**src/rtl/bit_wise_pkg.sv**
```systemverilog
// Shared definitions for the BitWise shift engines.
//  - shift_state_e : FSM encoding of the multi-cycle shifters (IDLE, SHIFT, DONE)
//  - stage_width() : width in bits of binary-weighted stage k, i.e. 2**k
package bit_wise_pkg;

  typedef enum logic [1:0] {
    IDLE  = 2'd0,
    SHIFT = 2'd1,
    DONE  = 2'd2
  } shift_state_e;

  localparam int unsigned STAGE_BASE = 1;

  function automatic int unsigned stage_width(input int unsigned k);
    return STAGE_BASE << k;
  endfunction

endpackage

```
**src/rtl/bit_wise_shift_left_stage.sv**
```systemverilog
// One binary-weighted logical shift-left stage, reused every cycle by the
// sequential shifter.
//  i_acc  : current accumulator
//  i_k    : stage index; the stage shifts by 2**i_k
//  i_en   : 1 = apply the stage, 0 = pass i_acc through untouched
//  o_acc  : shifted (or passed-through) accumulator, zeros fill from the LSB
//  o_lost : 1 if any '1' bit was pushed out past bit N-1 by this stage
module bit_wise_shift_left_stage #(
  parameter int N = 8,
  parameter int O = $clog2(N)
) (
  input  logic [N-1:0] i_acc,
  input  logic [O-1:0] i_k,
  input  logic         i_en,
  output logic [N-1:0] o_acc,
  output logic         o_lost
);
  import bit_wise_pkg::*;

  logic [31:0]  w_width;
  logic [N-1:0] w_shifted;
  logic [N-1:0] w_top_mask;

  assign w_width   = stage_width(32'(i_k));
  // A stage of width >= N shifts everything out: result 0, mask covers all bits.
  assign w_shifted  = i_acc << w_width;
  assign w_top_mask = ~({N{1'b1}} >> w_width);

  assign o_acc  = i_en ? w_shifted : i_acc;
  assign o_lost = i_en & (|(i_acc & w_top_mask));

endmodule

```
**src/rtl/sequential_bit_wise_shift_left.sv**
```systemverilog
// Multi-cycle logical shift-left engine: one binary-weighted stage per clock,
// handshaked operand in and result out, sticky overflow flag.
//  clk, rst_n : clock (rising edge), asynchronous active-low reset
//  in_valid   : operand a/b present
//  in_ready   : engine idle, accepts a/b this cycle
//  a, b       : operand and shift amount
//  out_valid  : c/ovf valid
//  out_ready  : consumer takes c/ovf
//  c          : a << b truncated to N bits (driven from the accumulator always)
//  ovf        : 1 if any '1' bit of a was shifted out past bit N-1
module sequential_bit_wise_shift_left #(
  parameter int N          = 8,
  parameter int O          = $clog2(N),
  parameter bit EARLY_EXIT = 1'b0
) (
  input  logic         clk,
  input  logic         rst_n,
  input  logic         in_valid,
  output logic         in_ready,
  input  logic [N-1:0] a,
  input  logic [O-1:0] b,
  output logic         out_valid,
  input  logic         out_ready,
  output logic [N-1:0] c,
  output logic         ovf
);
  import bit_wise_pkg::*;

  localparam logic [O-1:0] K_LAST = O'(O - 1);

  shift_state_e r_state;
  shift_state_e w_state_next;

  logic [N-1:0] r_acc;
  logic [O-1:0] r_amt;
  logic [O-1:0] r_k;
  logic         r_ovf;

  logic [N-1:0] w_stage_acc;
  logic         w_stage_lost;
  logic         w_stage_en;
  logic [O-1:0] w_amt_rest;
  logic         w_last_stage;
  logic         w_accept;
  logic         w_release;

  assign in_ready  = (r_state == IDLE);
  assign out_valid = (r_state == DONE);
  assign c         = r_acc;
  assign ovf       = r_ovf;

  assign w_accept  = in_valid && in_ready;
  assign w_release = out_valid && out_ready;

  // Mask-based select keeps the bit pick width-clean for any O.
  assign w_stage_en = |(r_amt & (O'(1) << r_k));

  // Shift-amount bits above the current stage; zero means nothing left to do.
  assign w_amt_rest   = r_amt >> (32'(r_k) + 32'd1);
  assign w_last_stage = (r_k == K_LAST) || (EARLY_EXIT && (w_amt_rest == '0));

  bit_wise_shift_left_stage #(
    .N (N),
    .O (O)
  ) u_stage (
    .i_acc  (r_acc),
    .i_k    (r_k),
    .i_en   (w_stage_en),
    .o_acc  (w_stage_acc),
    .o_lost (w_stage_lost)
  );

  // NOTE: sequential state uses non-blocking assignments so every register
  // samples the pre-edge values, independent of statement order.
  always_ff @(posedge clk or negedge rst_n) begin
    if (!rst_n) begin
      r_state <= IDLE;
    end else begin
      r_state <= w_state_next;
    end
  end

  always_comb begin
    // NOTE: default assigned first so every path drives the signal and no latch is inferred.
    w_state_next = r_state;
    unique case (r_state)
      IDLE:    if (w_accept)     w_state_next = SHIFT;
      SHIFT:   if (w_last_stage) w_state_next = DONE;
      DONE:    if (w_release)    w_state_next = IDLE;
      default:                   w_state_next = IDLE;
    endcase
  end

  always_ff @(posedge clk or negedge rst_n) begin
    if (!rst_n) begin
      r_acc <= '0;
      r_amt <= '0;
      r_k   <= '0;
      r_ovf <= 1'b0;
    end else begin
      unique case (r_state)
        IDLE: begin
          if (w_accept) begin
            r_acc <= a;
            r_amt <= b;
            r_k   <= '0;
            r_ovf <= 1'b0;
          end
        end
        SHIFT: begin
          r_acc <= w_stage_acc;
          r_ovf <= r_ovf | w_stage_lost;
          if (!w_last_stage) r_k <= r_k + O'(1);
        end
        default: begin
          // DONE holds c/ovf stable under backpressure.
        end
      endcase
    end
  end

endmodule

```
**config.mk**
```make
export PLATFORM = sky130hd
export DESIGN_NAME = sequential_bit_wise_shift_left
export DESIGN_NICKNAME = d
export VERILOG_FILES = /design/src/rtl/bit_wise_pkg.sv /design/src/rtl/bit_wise_shift_left_stage.sv /design/src/rtl/sequential_bit_wise_shift_left.sv
export SDC_FILE = /design/constraint.sdc
export NUM_CORES = 1
export LEC_CHECK = 0
export ABC_CLOCK_PERIOD_IN_PS = 2000
export CAP_MARGIN = 20
export CORE_MARGIN = 2
export CORE_UTILIZATION = 42
export DETAILED_ROUTE_END_ITERATION = 8
export PLACE_DENSITY = 0.65
export SLEW_MARGIN = 25
export SYNTH_ARGS = -nofsm -noshare
export SYNTH_HDL_FRONTEND = slang
export SYNTH_SLANG_ARGS = --single-unit
```
**constraint.sdc**
```tcl
create_clock -name clk -period 2 [get_ports clk]
set_clock_uncertainty 0.2 [all_clocks]
set_input_delay 0.4 -clock clk [delete_from_list [all_inputs] [get_ports clk]]
set_output_delay 0.4 -clock clk [all_outputs]
set_load 0.03 [all_outputs]
```
==> flow_metrics.py <==
# Auto-generated metrics
metrics = {
    "run_status": {
        "status": "complete, but fails checks",
        "violations": "negative setup slack",
    },
    "layout": {
        "nFillCells": 262,
        "most-common-layout-cells": "buf_4, dfrtp_1, clkdlybuf4s50_1, nand2_1, nor2_1",
        "layout.area.seq_sq_um": 428,
        "final_layout_size_suffix_gt1_frac": 0.390,
    },
    "worst_setup_path": {
        "slowest_stage": "dfrtp_2",
        "critPathMaxFanout": 5,
        "reg2regPathDepth": 7,
        "critPathMostFrequentCell": "ha_4",
        "worstPathRequired_ns": 1.99,
        "crit_path_start": "r_k[1]$_DFFE_PN0P_",
        "crit_type": "flop to flop",
        "regToRegSetupSlack_ns": -0.19,
        "cp-end-kind": "flop",
        "crit_end": "ovf$_DFFE_PN0P_",
        "crit_arrival_ns": 2.18,
    },
    "sta": {
        "period_used_share": 1.10,
        "rsz0062_at_grt": "yes",
        "setup_slack_ns": -0.192,
        "tightestPinTransition_ns": 0.541,
        "setup_violations": 8,
        "drv_slew": 0,
        "hold_viol": 0,
    },
    "global_routing": {
        "grt_pass1_wl_um": 6820,
        "grt_max_degree": 18,
        "grt_overflow": 0,
    },
    "cts": {
        "cts_resized": 31,
        "root_buffer": "clkbuf_4",
        "numCtsBuffers": 3,
        "cts_setup_buffers": 2,
        "htree_levels": 1,
    },
    "place": {
        "globalplace.congestion": 0.920,
        "dp_hpwl_um": 2910,
        "port_buffers": 25,
    },
    "logic_synthesis": {
        "edf_count": 0,
        "numSynthFlops": 17,
        "yosysCellCount": 158,
        "ys_warn_count": 0,
        "top_cells_by_count": "dfrtp_1, nand2_1, o21ai_0, nor2_1, inv_1",
        "synth_top_cell_by_count": "dfrtp_1",
        "ys_area_sq_mm": 0.00138,
        "area_leaders": "dfrtp_1, ha_1, o21ai_0, mux2i_1, nand2_1",
        "synth_cells": 158,
        "syn_nets": 179,
        "synth_cell_types": 51,
        "postSynthAreaPerCell_sq_um": 8.72,
    },
    "drt": {
        "first_pass_iters": 4,
        "drt_iter0_drc": 54,
        "via_per_inst": 5.72,
    },
    "job": {
        "drv_cap": 0,
        "log.warning_count": 33,
    },
    "floorplan": {
        "chip_area_sq_mm": 0.00375,
        "fp_util": 0.448,
        "pin_count": 26,
    },
    "worst_hold_path": {
        "hp-class": "primary input to async pin",
    },
}
-- critical path, delay by kind of cell (launching register included) --
kind	cells	cell delay, ns
flip-flops	1	0.46
AND/OR/NAND/NOR	2	0.51
AND-OR/OR-AND	3	0.57
adder cells (fa/ha/maj)	2	0.34
-- layer usage --
layer,track usage,part of all wire
met5,0,0
met3,0.0357,0.052
met2,0.386,0.49
met1,0.353,0.44
met4,0.0745,0.010
-- stage by stage --
step / cell area [sq um] / cells / hold slack, ns / TNS, ns
detailed placement: 1820 / 246 / 0.296 / -1.16
floorplan: 1390 / 158 / -0.0956 / -0.0648
CTS: 1980 / 253 / 0.210 / -0.719
global placement: 1820 / 246 / 0.282 / -0.592
finish: 2090 / 254 / 0.219 / -0.757
global route: 2090 / 254 / 0.212 / -1.37
-- area by class of cell --
cell class	count	share of cell area
clock buffer	3	0.0108
tap	44	0.0263
timing repair buffer	58	0.246
clock inverter	1	0.00359
multi-input combinational	123	0.495
sequential	17	0.205
inverter	8	0.0144
-- flip-flops by register name, summed over array words and instances, names as in the netlist --
| signal | flops |
|---|---|
| c | 8 |
| r_amt | 3 |
| r_k | 3 |
| r_state | 2 |
| ovf | 1 |
-- cells by family (layout without fill, tap and decap cells) --
logic type                 Yosys count  count (layout)  synth area share
and+or+nand+nor                     55              56             0.213
AOI/OAI and AO/OA                   50              50             0.246
buffers and inverters               19              70            0.0908
DFF                                 17              17             0.309
muxes                               10              10            0.0790
adders and majority gates            7               7            0.0618
==> images/wires.png <==
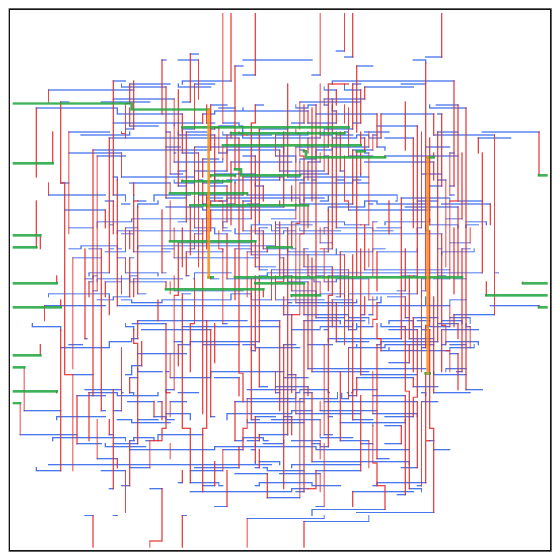
[metal 3] green | wire length: 219 um
[metal 2] red | wire length: 2,070 um
[metal 1] blue | wire length: 1,850 um
[metal 4] orange | wire length: 43.5 um
vias: 1,454
routed wire length: 4180 um
per-cell routed wire length: 16.5 um
GRT Total Usage: 0.246

==> images/clk_routes.png <==
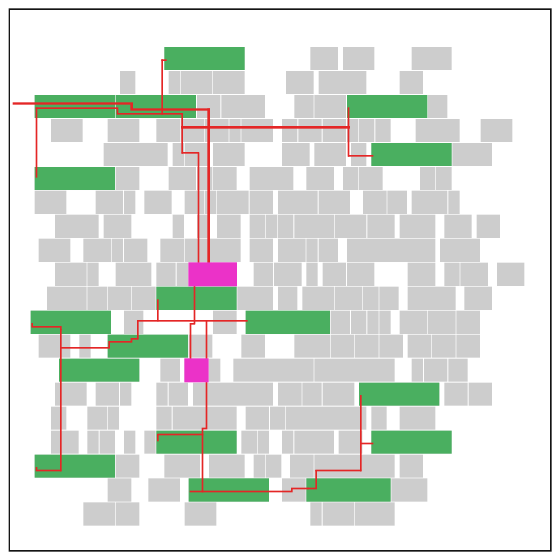
[clock drivers] magenta | count: 3
[flip-flops] green | count: 17
[clock wires] red | length: 244 um
routed clock nets: 4
Clk Latency, worst-skew pair: 0.29 ns

==> images/power_grid.png <==
Bar = 20 um. Pins as bars on the die edge. Tap cells in gray.
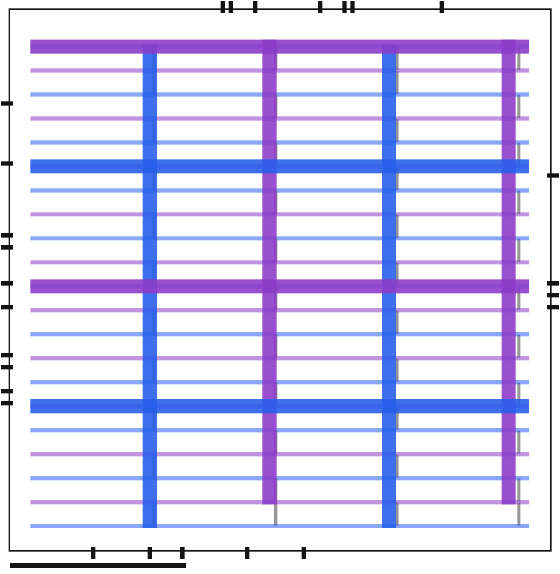
[VDD] purple
[VSS] blue
met1 rails: 21
signal pins: 26
tap cells: 44
met5 straps: 4
met4 straps: 4
vertical die size: 61.3 um
Chip Width: 61.3 um
core area: 0.00308 sq mm

==> images/congestion.png <==
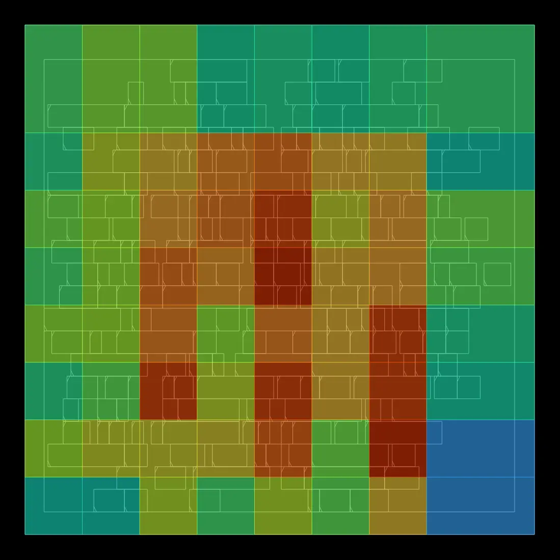
Final Util: 0.679
GR Util met3: 0.0357
GR met1 Demand/Resource: 0.353
Top Usage Layer GRT: met2
met2 Usage GRT: 0.386

==> images/placement_by_type.png <==
Bar = 20 um.
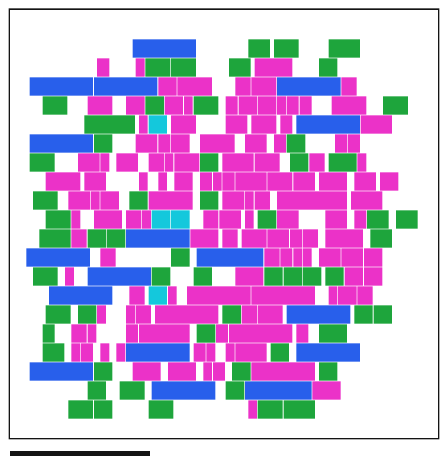
[clock drivers and dummy loads] cyan | cells: 4
[combinational and other logic] magenta | cells: 131
[sequential cells] blue | cells: 17
[remaining buffers and delay cells] green | cells: 58
Rows: 20
post-route cell area: 0.00209 sq mm
sequential share of cell area: 0.205

